### src/rtl/controller_poll_scheduler_pkg.sv
// Shared types and register-map layout for the controller poll scheduler.
package controller_poll_pkg;

  typedef enum logic [1:0] {
    IDLE,
    KICK,
    WAIT,
    CAPTURE
  } state_t;

  // Bit positions inside the status register.
  localparam int unsigned STAT_IRQ_BIT     = 0;
  localparam int unsigned STAT_BUSY_BIT    = 1;
  localparam int unsigned STAT_OVERRUN_BIT = 2;
  localparam int unsigned STAT_POLL_LSB    = 4;

  // Register-map base offsets.
  localparam int unsigned HELD_BASE = 0;

  function automatic int unsigned pressed_base(input int unsigned n);
    return n;
  endfunction

  function automatic int unsigned released_base(input int unsigned n);
    return 2 * n;
  endfunction

  function automatic int unsigned status_addr(input int unsigned n);
    return 3 * n;
  endfunction

endpackage

### src/rtl/controller_poll_scheduler_edge_tracker.sv
// Per-pad snapshot plus sticky pressed/released flags with clear-on-read.
module controller_edge_tracker (
  input  logic       clk,
  input  logic       rst,
  input  logic       capture,
  input  logic [7:0] pad,
  input  logic       clr_pressed,
  input  logic       clr_released,
  output logic [7:0] held,
  output logic [7:0] pressed,
  output logic [7:0] released,
  output logic [7:0] pressed_nxt
);

  logic [7:0] released_nxt;

  // Clear applies first, then newly-seen edges are OR-ed in so a set wins over a read-clear.
  always_comb begin
    pressed_nxt  = (clr_pressed  ? '0 : pressed)  | (capture ? (pad & ~held) : '0);
    released_nxt = (clr_released ? '0 : released) | (capture ? (~pad & held) : '0);
  end

  // Snapshot and sticky flag registers.
  always_ff @(posedge clk) begin
    if (rst) begin
      held     <= '0;
      pressed  <= '0;
      released <= '0;
    end else begin
      if (capture) held <= pad;
      pressed  <= pressed_nxt;
      released <= released_nxt;
    end
  end

endmodule

### src/rtl/controller_poll_scheduler.sv
// Poll sequencer for controller_interface_m with a read-only CPU register window.
module controller_poll_scheduler
  import controller_poll_pkg::*;
#(
  parameter int unsigned NUM_CONTROLLERS = 2,
  parameter int unsigned FETCH_CYCLES    = 16,
  parameter int unsigned AUTO_PERIOD     = 0,
  localparam int unsigned AW = $clog2(3 * NUM_CONTROLLERS + 1)
) (
  input  logic                         clk,
  input  logic                         rst,
  input  logic                         vblank,
  input  logic                         poll_enable,
  output logic                         start_fetch,
  input  logic [8*NUM_CONTROLLERS-1:0] controller_data_out_LIST,
  input  logic                         cpu_read,
  input  logic [AW-1:0]                cpu_addr,
  output logic [7:0]                   cpu_data_out,
  output logic                         irq
);

  localparam int unsigned CW = (FETCH_CYCLES > 1) ? $clog2(FETCH_CYCLES) : 1;
  localparam int unsigned TW = (AUTO_PERIOD > 1) ? $clog2(AUTO_PERIOD) : 1;

  state_t          state, state_nxt;
  logic [CW-1:0]   wait_cnt, wait_cnt_nxt;
  logic            vblank_q;
  logic [TW-1:0]   timer;
  logic            timer_hit;
  logic            trigger;
  logic            capture;
  logic [3:0]      poll_count;
  logic            overrun;
  logic            status_rd;
  logic            any_pressed;
  logic [7:0]      status;
  logic [7:0]      rd_data;

  logic [7:0]                 held        [NUM_CONTROLLERS];
  logic [7:0]                 pressed     [NUM_CONTROLLERS];
  logic [7:0]                 released    [NUM_CONTROLLERS];
  logic [7:0]                 pressed_nxt [NUM_CONTROLLERS];
  logic [NUM_CONTROLLERS-1:0] clr_pressed;
  logic [NUM_CONTROLLERS-1:0] clr_released;

  assign timer_hit = (AUTO_PERIOD != 0) && (timer == TW'(AUTO_PERIOD - 1));
  assign trigger   = poll_enable & ((vblank & ~vblank_q) | timer_hit);

  // Free-running auto-poll timer and vblank edge history.
  always_ff @(posedge clk) begin
    if (rst) begin
      timer    <= '0;
      vblank_q <= 1'b0;
    end else begin
      vblank_q <= vblank;
      if (AUTO_PERIOD == 0 || timer_hit) timer <= '0;
      else                               timer <= timer + 1'b1;
    end
  end

  // Poll FSM state register.
  always_ff @(posedge clk) begin
    if (rst) begin
      state    <= IDLE;
      wait_cnt <= '0;
    end else begin
      state    <= state_nxt;
      wait_cnt <= wait_cnt_nxt;
    end
  end

  // Poll FSM next-state and strobes.
  always_comb begin
    state_nxt    = state;
    wait_cnt_nxt = wait_cnt;
    start_fetch  = 1'b0;
    capture      = 1'b0;
    case (state)
      IDLE: if (trigger) state_nxt = KICK;
      KICK: begin
        start_fetch  = 1'b1;
        wait_cnt_nxt = '0;
        state_nxt    = WAIT;
      end
      WAIT: begin
        if (wait_cnt == CW'(FETCH_CYCLES - 1)) state_nxt = CAPTURE;
        else                                   wait_cnt_nxt = wait_cnt + 1'b1;
      end
      CAPTURE: begin
        capture   = 1'b1;
        state_nxt = IDLE;
      end
      default: state_nxt = IDLE;
    endcase
  end

  // One edge tracker per pad.
  for (genvar g = 0; g < NUM_CONTROLLERS; g++) begin : g_pad
    controller_edge_tracker u_trk (
      .clk          (clk),
      .rst          (rst),
      .capture      (capture),
      .pad          (controller_data_out_LIST[8*g +: 8]),
      .clr_pressed  (clr_pressed[g]),
      .clr_released (clr_released[g]),
      .held         (held[g]),
      .pressed      (pressed[g]),
      .released     (released[g]),
      .pressed_nxt  (pressed_nxt[g])
    );
  end

  // Status byte assembly and register-window decode.
  always_comb begin
    status                   = '0;
    status[STAT_IRQ_BIT]     = irq;
    status[STAT_BUSY_BIT]    = (state != IDLE);
    status[STAT_OVERRUN_BIT] = overrun;
    status[STAT_POLL_LSB +: 4] = poll_count;

    rd_data      = 8'h00;
    clr_pressed  = '0;
    clr_released = '0;
    any_pressed  = 1'b0;
    for (int unsigned i = 0; i < NUM_CONTROLLERS; i++) begin
      any_pressed = any_pressed | (|pressed_nxt[i]);
      if (cpu_addr == AW'(HELD_BASE + i)) rd_data = held[i];
      if (cpu_addr == AW'(pressed_base(NUM_CONTROLLERS) + i)) begin
        rd_data        = pressed[i];
        clr_pressed[i] = cpu_read;
      end
      if (cpu_addr == AW'(released_base(NUM_CONTROLLERS) + i)) begin
        rd_data         = released[i];
        clr_released[i] = cpu_read;
      end
    end
    status_rd = 1'b0;
    if (cpu_addr == AW'(status_addr(NUM_CONTROLLERS))) begin
      rd_data   = status;
      status_rd = cpu_read;
    end
  end

  // Overrun flag, poll counter, registered read data and IRQ.
  always_ff @(posedge clk) begin
    if (rst) begin
      overrun      <= 1'b0;
      poll_count   <= '0;
      cpu_data_out <= 8'h00;
      irq          <= 1'b0;
    end else begin
      if (trigger && state != IDLE) overrun <= 1'b1;
      else if (status_rd)           overrun <= 1'b0;
      if (capture) poll_count <= poll_count + 1'b1;
      if (cpu_read) cpu_data_out <= rd_data;
      irq <= any_pressed;
    end
  end

endmodule
### config.mk
export PLATFORM = sky130hd
export DESIGN_NAME = controller_poll_scheduler
export DESIGN_NICKNAME = d
export VERILOG_FILES = /design/src/rtl/controller_poll_scheduler_pkg.sv /design/src/rtl/controller_poll_scheduler_edge_tracker.sv /design/src/rtl/controller_poll_scheduler.sv
export SDC_FILE = /design/constraint.sdc
export NUM_CORES = 1
export LEC_CHECK = 0
export CAP_MARGIN = 5
export CORE_MARGIN = 8
export CORE_UTILIZATION = 45
export CTS_CLUSTER_SIZE = 10
export DETAILED_ROUTE_END_ITERATION = 8
export PLACE_DENSITY = 0.67
export SYNTH_ARGS = -nofsm -noshare
export SYNTH_HDL_FRONTEND = slang
export SYNTH_SLANG_ARGS = --single-unit
### constraint.sdc
create_clock -name clk -period 2.3 [get_ports clk]
set_input_delay 0.23 -clock clk [delete_from_list [all_inputs] [get_ports clk]]
set_output_delay 0.23 -clock clk [all_outputs]
set_load 0.02 [all_outputs]
Figure 1. Track usage over the die (run 1).
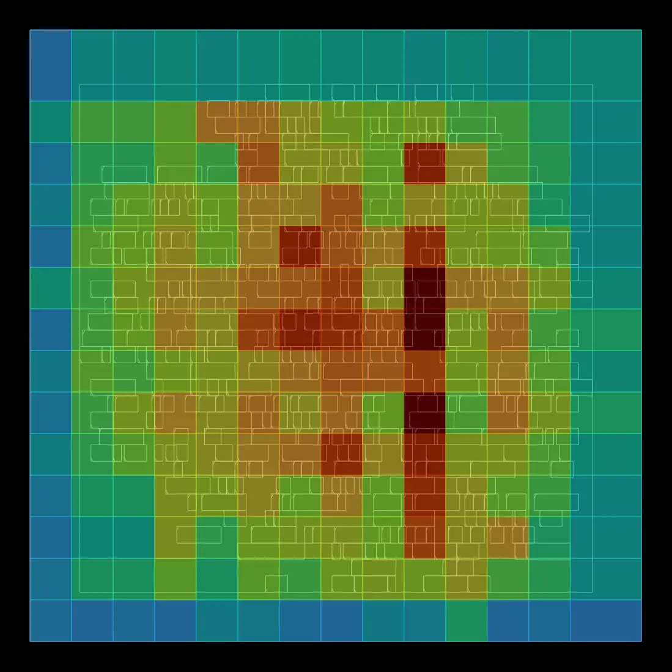
met2 track demand over resource: 0.2323
routed wirelength normalized by instance count: 15.44 um
busiest metal layer after global routing: met1
fin util: 0.5458

Figure 2. Cell classes on the final placement (run 1).
The bar under the picture is 20 um long.
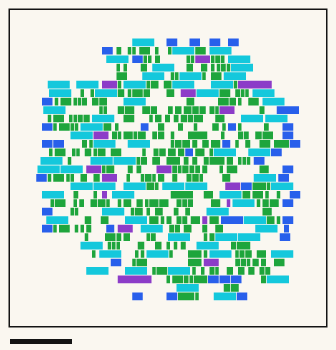
clock drivers and dummy loads: shown in purple, cells 16. remaining logic cells: shown in green, cells 302. registers: shown in cyan, cells 69. remaining buffers and delay cells: shown in blue, cells 40.
area of the core: 0.007176 sq mm
number of core rows: 31
final cell area excluding filler cells: 0.003916 sq mm

Figure 3. Sizing map (run 1).
The bar under the picture is 20 um long.
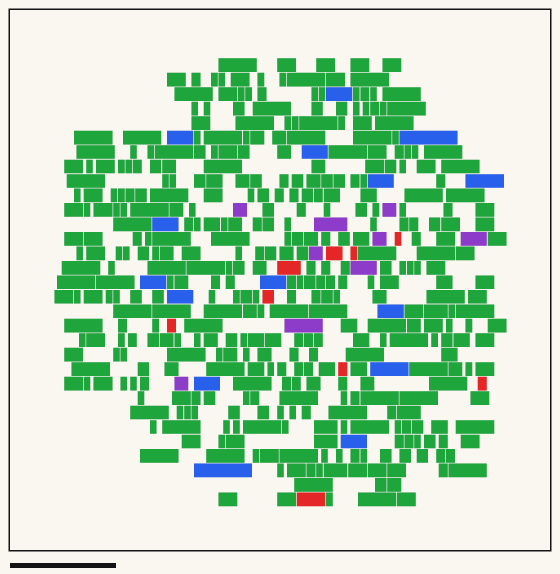
x3 and x4: shown in purple, cells 9, share 2.1%, most used buf_4. x6 and larger: shown in blue, cells 15, share 3.5%, most used clkbuf_8. x1 and smaller: shown in green, cells 394, share 92%, most used nor2_1. x2: shown in red, cells 9, share 2.1%.
buffers outside the clock class: 40
Worst Slack Setup Final: 0.5217 ns
Area growth syn-to-layout: 19.06%

-- run 1: synth_stat cells (5+ instances only) --
library cell and count:
a21oi_1 35, clkbuf_1 5, dfxtp_1 69, ha_1 6, a31oi_1 5, nand2b_1 6, nor2b_1 16, buf_2 12
nor4_1 7, o21ai_0 12, o2bb2ai_1 7, nand2_1 29, nand3_1 5, o21ai_1 7, inv_1 5, nor2_1 79
a22oi_1 21, mux2i_1 23
-- run 1: layout make-up --
type | count | area (sq um)
multi-input combinational | 295 | 1757
clock buffer | 12 | 155.1
timing repair buffer | 40 | 402.9
fill | 680 | 3259
sequential | 69 | 1381
inverter | 7 | 26.28
clock inverter | 4 | 70.07
tap | 99 | 123.9
-- run 1: per-layer routing --
layer,GRT usage,routed length (um),part of all wire,vias up
met4,0.08820,187,0.023,0
met3,0.04192,451,0.056,13
met2,0.2323,3457,0.43,70
met5,0,0,0,-
li1,-,-,-,1437
met1,0.2338,4024,0.50,1303
-- run 1: power groups by stage --
stage / clock network (W) / logic (W) / registers (W)
floorplan: 0 / 0.000361 / 0.00134
global placement: 0 / 0.000535 / 0.00134
detailed placement: 0 / 0.000546 / 0.00134
CTS: 0.00114 / 0.000549 / 0.00131
global route: 0.00119 / 0.000607 / 0.00132
finish: 0.00111 / 0.000545 / 0.00132
-- run 1: stage by stage --
stage	instances	cell area [sq um]	hold WS [ns]
6_report	526	3916	0.3428
5_1_grt	526	3916	0.3525
4_1_cts	526	3916	0.3362
3_5_place_dp	510	3691	0.4814
3_3_place_gp	510	3691	0.4735
2_1_floorplan	394	3289	0.3582
-- run 1: cell families after synthesis --
logic type / Yosys count
DFF: 69
adders and majority gates: 6
buffers and inverters: 30
muxes: 23
xor gates and xnor gates: 3
AOI/OAI and AO/OA: 100
and+or+nand+nor: 163
==> design notes, run 1 <==
The flow ran to the end, and the final reports show no timing, DRC or antenna violations. Clock tree synthesis inserted a total of 9 buffers. Capture point of the worst reg-to-reg path: state[1]. In this run the count of I/O pins placed on the die edge is 34. The final cycle utilization of the critical path is 0.7732. The logs give 0.5275 mV for the maximum vdd ir drop and 0.007458 ns for the worst clock skew. With the overall chip area at 0.01030 sq mm, the total count of max-transition violations in the final report is 0. During placement, the flow inserted port buffers numbering 33. The cell area that synthesis handed to floorplanning was 0.003289 sq mm. For reference, the top cells by area after synthesis are dfxtp_1, nor2_1, mux2i_1. The post-synth register bit count is 69.

The share of synthesized cell area in and-or and or-and compound cells works out to 0.1940. The first detailed-routing pass took 7 iterations. The number of buffer and inverter instances along the worst setup path is 2, and the Yosys chip area is 0.003289 sq mm. Final setup violation count: 0. The run gives 0.02282 for the fraction of the mapped netlist area in adder cells. Per the timing report, the most critical flop-to-flop path originates at state[0]. The DRC violation total left in the routed layout is recorded as 0.

The leakage power is 1.396 nW, and the setup slack after placement is 0.3795 ns. After global routing the overflow that remains totals 0. The hold violation count in the final report is 0. Per the cell usage report, the commonest logic cell in the layout is nor2_1.

The run gives 0.1683 for the global router's overall resource usage. The post-route setup TNS was 0 ns. At the pin with the least slew margin, the transition time is 0.5450 ns. The STA report counts the stages on the worst setup path as 3. The die is 101.5 um tall. Mux cell area share after synthesis: 0.06999.

The clock drives 69 sinks. The class of the most critical setup path is reg2out. Setup repair after global routing left no endpoint under its margin. The most used flip-flop cell after synthesis is dfxtp_1. The maximum number of pins on one net before global-route repair is 45. Routability-driven placement finished with a final weighted congestion of 0.8825.

The highest clock rate this design can be run at is 562.3 MHz. The xor/xnor cell area share of the yosys netlist came out at 0.007988. The required arrival time at the worst endpoint came out at 2.07 ns.

dfxtp_1 takes more of the synthesized area than any other cell. The cell with the biggest individual delay on the critical path was clkdlybuf4s50_1. The tools report the number of antenna violations at the first check in global routing as 0. The clock root buffer is clkbuf_8. The run gives 0.443 for the proportion of power drawn by flip-flops and latches.

The share of flip-flops with an asynchronous set or reset was 0. In this run, synthesis inferred 0 flip-flops with an integrated enable. The internal portion of the total power is 0.002168 W. The largest fanout of any net on the critical path is 4, and the routed via count divided by cell count is 5.367. For reference, the critical path is launched at state[1]. With the sequential cell area fraction in the yosys report at 0.4199, the wire length of the first global-routing pass is 13.37 mm. The number of setup buffers added after CTS is 0. For this block, the initial DRC count from the detailed router was 251. The tools report the share of power burned in combinational logic as 0.184. TritonCTS built the clock tree.

In this run the worst hold path is classified as in2reg. With the share of Yosys cell area claimed by the top area cell type at 0.4199, the areal power density over the cells is 758.0 mW/mm^2. The share of power burned in the clock network came out at 0.373.

The run gives 394 as the post-synthesis instance total. The average footprint of a synthesized cell is 8.349 sq um, and the H-tree depth is 3. The number of warnings reported in the stage logs is 29. The synth_stat.txt file lists the number of cells as 394. With the headroom to the max-slew limit at 0.6366, the stage delay of the slowest cell on the critical path is 0.61 ns. In the CTS report, the clock slew at the register clock pins of the worst setup and hold paths is listed as 0.07 ns. The netlist uses 45 different library cells.

The critical path goes through inv_1 > ha_1 > clkdlybuf4s50_1. The registers reported with the highest flop counts are g_pad.u_trk.held: 16 flops, g_pad.u_trk.pressed: 16 flops, g_pad.u_trk.released: 16 flops. The most common logic cells in the final layout are nor2_1, dfxtp_1, a21oi_1, clkdlybuf4s50_1, nand2_1.

Measured along the x axis, the die boundary spans 101.5 um. The post-CTS hold buffer count recorded in the log is 0. Grouping non-sequential cells by family puts the most area in simple AND/OR/NAND/NOR gates. The endpoint class of the critical path was a primary output. The maximum buffer depth of the clock tree came out at 2. The worst-case reg-to-reg path depth came out at 6.

At the end of the flow, the number of nets in the layout was 452. The cell class contributing the biggest share of worst-path delay is buffers and inverters. The switching power was 0.0008008 W; the total via count after detailed routing was 2,823. Share of total power consumed by net switching: 0.2697. For the wire length reported by the detailed router, the log shows 8.120 mm.
Figure 4. Sequential cells colored by netlist name (run 1).
The bar under the picture is 20 um long. Other sequential cells in the stronger gray, the rest of the logic in the fainter gray.
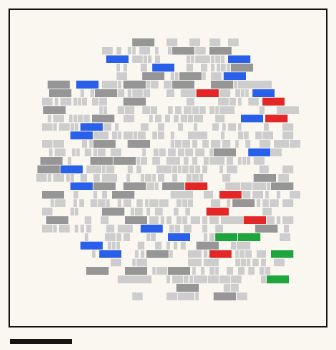

## Run 2: what changed since run 1
- clock period: 2.3 -> 1.7 ns (I/O delays scaled with it)
Figure 5. Sequential cells colored by netlist name (run 2).
The bar under the picture is 20 um long. Other sequential cells in the stronger gray, the rest of the logic in the fainter gray.
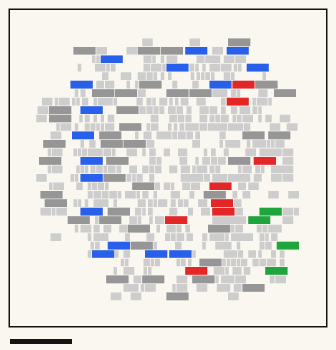
g_pad.u_trk.released: shown in blue, flops 16. wait_cnt: shown in green, flops 4. cpu_data_out: shown in red, flops 8.
Another 41 sequential cells are not colored.

==> run 2 against run 1 <==
Clock-buffer cell count unchanged. Synthesized cell count unchanged. Worst hold slack worse by 0.074 ns. Via count is 4.3% higher. Non-clock buffer count rose by 15. Critical path type unchanged.
==> design notes, run 2 <==
The run finished with clean final reports. For the headroom to the max-slew limit, the log shows 0.7355 (+0.09882). The share of Yosys cell area claimed by the top area cell type was 0.4199 (unchanged). The run gives 0 (unchanged) as the number of antenna violations at the first check in global routing. The post-synthesis instance total came out at 394 (unchanged). The sink count of the clock tree is 69 (unchanged), and the number of non-filler instances in the completed layout is 541 (+2.9%). Looking at the area split, the leading class of cells is logic gates. The final cycle utilization of the critical path came out at 0.8809. The routed via count divided by cell count is 5.442 (+1.4%). Most common cell after layout, fill and taps aside: nor2_1. STA classifies the critical path endpoint as a primary output.

The count of flip-flops with a built-in enable after synthesis was 0 (unchanged); the H-tree depth was 3 (unchanged). The run gives 99 (unchanged) as the number of well taps. Ranked by instance count, the synthesized netlist is headed by nor2_1, dfxtp_1, a21oi_1, nand2_1, mux2i_1. The maximum buffer depth of the clock tree was 2 (unchanged); the number of cells in the yosys synthesis report was 394 (unchanged). The leakage power was 1.460 nW (+4.5%). The maximum vdd ir drop was 0.4748 mV (-10%).

Combinational gate count: 295 (unchanged). The inverter count of the layout excluding clock inverters is 7 (unchanged). With the final-layout clock buffer total at 12 (unchanged), the post-route setup TNS is 0 ns (unchanged). Final setup violation count: 0 (unchanged).

For the overall chip area, the log shows 0.01030 sq mm (unchanged). Per the synth stats, the flop cell with the highest instance count is dfxtp_1. The run gives 0.003289 sq mm (unchanged) as the Yosys chip area. The tightest min-delay check is of the in2reg type. The largest registers in the layout are g_pad.u_trk.held: 16 flops, g_pad.u_trk.pressed: 16 flops, g_pad.u_trk.released: 16 flops. Setup repair after global routing left no endpoint under its margin.

The total via count after detailed routing was 2,944 (+4.3%). Width of the chip: 101.5 um (unchanged). For reference, the top cells by area after synthesis are dfxtp_1, nor2_1, mux2i_1. The final-layout clock-cell area share came out at 0.04793 (-0.009578).

The final weighted congestion in routability-driven placement was 0.9017 (+2.2%). The sum of overflow across all layers after global routing came out at 0 (unchanged). The run gives 0.4370 (-0.01159) for the multi-input gate share of the layout cell area. With the area after detailed placement at 0.003829 sq mm (+3.7%), the count of state elements after synthesis is 69 (unchanged). The tools report the total standard cell area after synthesis as 0.003289 sq mm (unchanged). With the number of different library cells in the post-synthesis netlist at 45 (unchanged), the port buffer count is 33 (unchanged). The total count of max-transition violations in the final report was 0 (unchanged). The tools report the combined area of the multi-input logic cells as 0.001757 sq mm (unchanged). With the starting DRC count in detailed routing at 234 (-6.8%), the wire length reported by the detailed router is 8.262 mm (+1.7%). Worst clock skew: 0.01374 ns (+0.006287 ns).

The DRC violations left came out at 0 (unchanged). The share of flip-flops with an asynchronous set or reset was 0 (unchanged); the count of warning messages emitted by the tools was 29 (unchanged). The met2 usage in global routing is 0.2621 (+0.02986).

Core area: 0.007176 sq mm (unchanged). The run gives 0.38 ns (-0.23 ns) for the stage delay of the slowest cell on the critical path. The run gives 51 (+13%) for the maximum number of pins on one net before global-route repair.

The cell class contributing the biggest share of worst-path delay was buffers and inverters.
Figure 6. Sizing map (run 2).
The bar under the picture is 20 um long.
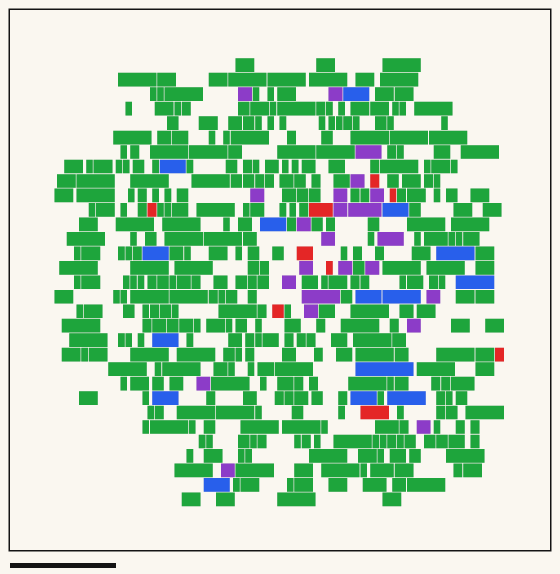
x6 and larger: shown in blue, cells 15, share 3.4%, most used clkbuf_8. x2: shown in red, cells 9, share 2.0%. x1 and smaller: shown in green, cells 395, share 89%, most used nor2_1. x3 and x4: shown in purple, cells 23, share 5.2%, most used buf_4.
final cell area excluding filler cells: 0.004020 sq mm
Worst Slack Setup Final: 0.2025 ns
buffers outside the clock class: 55
Area growth syn-to-layout: 22.21%

[run 2: cell counts after synthesis]
No cell type changed its count.
[run 2: per-layer routing]
layer | routed length [um] | up-vias
met5 | 0 | -
met4 | 169 | 0
met3 | 502 | 18
met2 | 3707 | 82
met1 | 3882 | 1376
li1 | - | 1468
[run 2: per-stage QoR]
step / hold WS [ns] / setup slack, ns
after floorplan: 0.2982 / 0.3337
after global placement: 0.4520 / -0.04394
after detailed placement: 0.4579 / -0.08122
after CTS: 0.2626 / 0.1742
final: 0.2690 / 0.2025
after global routing: 0.3049 / 0.1147
[run 2: worst register-to-register path, delay by kind of cell (launching register included)]
family | cells | cell delay, ns
multiplexers | 1 | 0.21
AND/OR/NAND/NOR | 2 | 0.23
buffers and inverters | 1 | 0.08
AND-OR/OR-AND | 1 | 0.21
flip-flops | 1 | 0.38
adder cells (fa/ha/maj) | 1 | 0.22
[run 2: final timing paths]
kind                    from               to  slack, ns  depth (start not counted)
max                 state[1]      start_fetch       0.20                          3
min reg2reg  cpu_data_out[3]  cpu_data_out[3]       0.47                          2
max reg2reg         state[0]         state[1]       0.27                          6
min                      rst  cpu_data_out[1]       0.27                          4
[run 2: repair_timing]
| item | CTS | global route |
|---|---|---|
| gates resized | 1 | 0 |
| setup endpoints to repair | 1 | 0 |
| hold endpoints to repair | 0 | 0 |
| buffers inserted | 0 | 0 |
[run 2: power breakdown]
part | internal (W) | total (W) | switching (W)
clock network | 0.000714 | 0.00132 | 0.000607
logic | 0.000353 | 0.000766 | 0.000413
registers | 0.00170 | 0.00178 | 0.0000752
[run 2: cell families after synthesis]
family          synth area share
simple gates              0.2385
compound gates            0.1940
flops                     0.4199
buf+inv                  0.04679
mux                      0.06999
fa+ha+maj                0.02282
xor+xnor                0.007989
Figure 7. Cell classes on the final placement (run 2).
The bar under the picture is 20 um long.
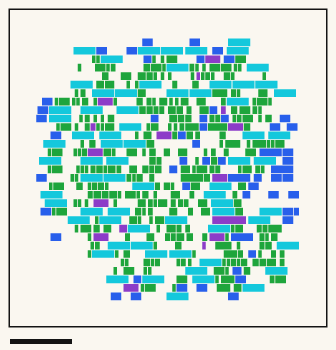

## Run 3: what changed since run 2
==> constraint.sdc (replaced) <==
create_clock -name clk -period 1.7 [get_ports clk]
set_input_delay 0.255 -clock clk [delete_from_list [all_inputs] [get_ports clk]]
set_output_delay 0.255 -clock clk [all_outputs]
set_load 0.02 [all_outputs]
Figure 8. Cell classes on the final placement (run 3).
The bar under the picture is 20 um long.
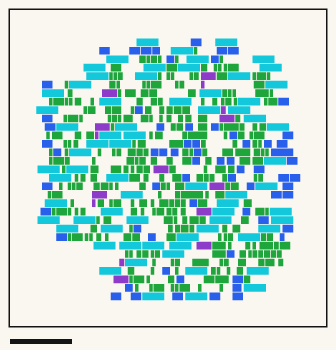
registers: shown in cyan, cells 69. remaining buffers and delay cells: shown in blue, cells 67. remaining logic cells: shown in green, cells 302. clock drivers and dummy loads: shown in purple, cells 15.

Figure 9. Track usage over the die (run 3).
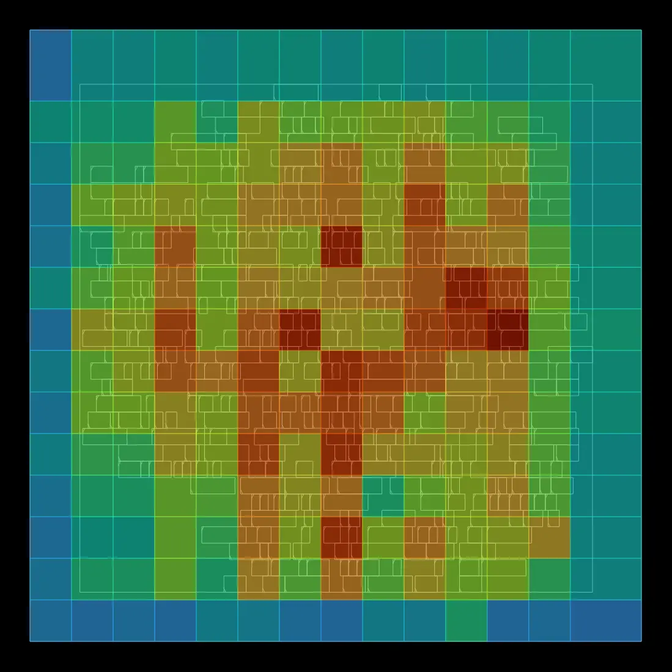
met3 layer usage reported by global route: 0.04055
met1 routing resource usage after global routing: 0.2133

==> run 3 against run 2 <==
Worst hold slack better by 0.027 ns. First-iteration DRC count rose by 1.7%. Utilization increased by 0.26 points. Sequential share of layout area fell by 0.16 points. Combinational power is 0.7% higher. Sequential power about the same. Synthesized cell count unchanged. Clock power shrank 15%. Maximum frequency fell by 5.1%. Power shrank 5.0%. Final area is 0.47% higher. Clock-buffer cell count is 1 higher.
==> design notes, run 3 <==
The number of cells in the yosys synthesis report is 394 (unchanged), and the final weighted congestion in routability-driven placement is 0.9620 (+6.7%). The fraction of the mapped netlist area in adder cells was 0.02282 (unchanged). In this run the critical register-to-register path is captured at g_pad[0].u_trk.held[7]. Core area: 0.007176 sq mm (unchanged).

The share of Yosys cell area claimed by the top area cell type came out at 0.4199 (unchanged). Wire length reported by the detailed router: 8.302 mm (+0.48%). The run gives 1.492 nW (+2.2%) as the leakage power.

The most common cell after layout, fill and taps aside was nor2_1. The share of flip-flops with an asynchronous set or reset came out at 0 (unchanged). For the starting DRC count in detailed routing, the log shows 238 (+1.7%). The area added between synthesis and finish works out to 22.78%. The worst clock skew came out at 0.006313 ns (-0.007432 ns).

The dominant kind of combinational cell was simple AND/OR/NAND/NOR gates. The commonest cells after synthesis are nor2_1, dfxtp_1, a21oi_1, nand2_1, mux2i_1. For the total count of max-transition violations in the final report, the log shows 0 (unchanged).

The number of instances on the worst hold path was 2 (-2). The xor/xnor cell area share of the yosys netlist is 0.007988 (unchanged). With the port buffer count at 33 (unchanged), the share of power burned in combinational logic is 0.210 (+0.012). With the maximum number of pins on one net before global-route repair at 34 (-33%), the sink count of the clock tree is 69 (unchanged). The run gives 0.485 (+0.025) for the proportion of power drawn by flip-flops and latches. The routed via count divided by cell count is 5.417 (-0.46%), and the share of total power consumed by net switching is 0.2870 (+0.003493).

The run gives 0.002619 W (-5.4%) for the cell internal power dissipation. The final setup violation count is 0 (unchanged), and the simple-gate portion of the synthesized area is 0.2385 (unchanged). The run finished with clean final reports. The worst-case reg-to-reg path depth works out to 4 (-2).

The post-synthesis instance total is 394 (unchanged), and the count of flip-flops with a built-in enable after synthesis is 0 (unchanged). Post-route standard cell area excluding fillers: 0.004039 sq mm (+0.47%). The total standard cell area after synthesis came out at 0.003289 sq mm (unchanged). The DRC violations left is 0 (unchanged), and the count of warning messages emitted by the tools is 29 (unchanged).

The number of antenna violations at the first check in global routing is 0 (unchanged). In the final layout, the registers with the most flip-flops are g_pad.u_trk.held: 16 flops, g_pad.u_trk.pressed: 16 flops, g_pad.u_trk.released: 16 flops. The logs give 2 (unchanged) for the maximum buffer depth of the clock tree and -0.1384 ns (-0.05718 ns) for the setup slack after placement. The count of state elements after synthesis is 69 (unchanged).
run 3: cell count changes in the layout (fill, tap and decap cells not counted), sizes merged:
cell,before,now
bufinv,1,0
clkbuf,12,13
buf,23,35
clkinvlp,1,0
run 3: how the worst max path moves through the flow:
| stage | from | endpoint |
|---|---|---|
| floorplan | state[0] | state[1] |
| global placement | cpu_addr[2] | cpu_data_out[6] |
| detailed placement | cpu_addr[2] | cpu_data_out[7] |
| CTS | state[1] | start_fetch |
| global route | wait_cnt[0] | state[1] |
| finish | state[1] | start_fetch |
run 3: critical path, cell delays in order, from the launching register on:
cell and delay, ns:
dfxtp_1 0.39, inv_1 0.08, ha_1 0.19, dlygate4sd2_1 0.32
run 3: what timing repair did:
item,CTS,global route
endpoints found under the hold margin,0,0
resized,1,0
endpoints found under the setup margin,1,0
run 3: area by class of cell:
cell class	count	share of cell area
Tap cell	99	0.03067
Inverter	7	0.006506
Multi-Input combinational cell	295	0.4349
Clock buffer	13	0.03687
Timing Repair Buffer	67	0.1465
Sequential cell	69	0.3420
Clock inverter	2	0.002478
run 3: stage by stage:
stage / util / TNS (ns)
global placement: 0.5409 / -0.5451
CTS: 0.5629 / 0
detailed placement: 0.5409 / -0.7592
floorplan: - / 0
global route: 0.5629 / 0
finish: 0.5629 / 0
run 3: metal layers:
metal  GRT usage  wire [um]  vias up
li1            -          -     1491
met1      0.2133       3873     1385
met2      0.2581       3730       94
met3     0.04055        506       20
met4     0.08477        191        0
met5           0          0        -
run 3: power by group through the flow:
stage / sequential [W] / combinational (W) / clock, W
after detailed placement: 0.00182 / 0.000781 / 0
after global placement: 0.00181 / 0.000773 / 0
after floorplan: 0.00181 / 0.000489 / 0
after CTS: 0.00178 / 0.000774 / 0.00115
after global routing: 0.00179 / 0.000853 / 0.00122
final: 0.00178 / 0.000771 / 0.00112
No activity file was given, so power comes from the tool's default toggle rates.
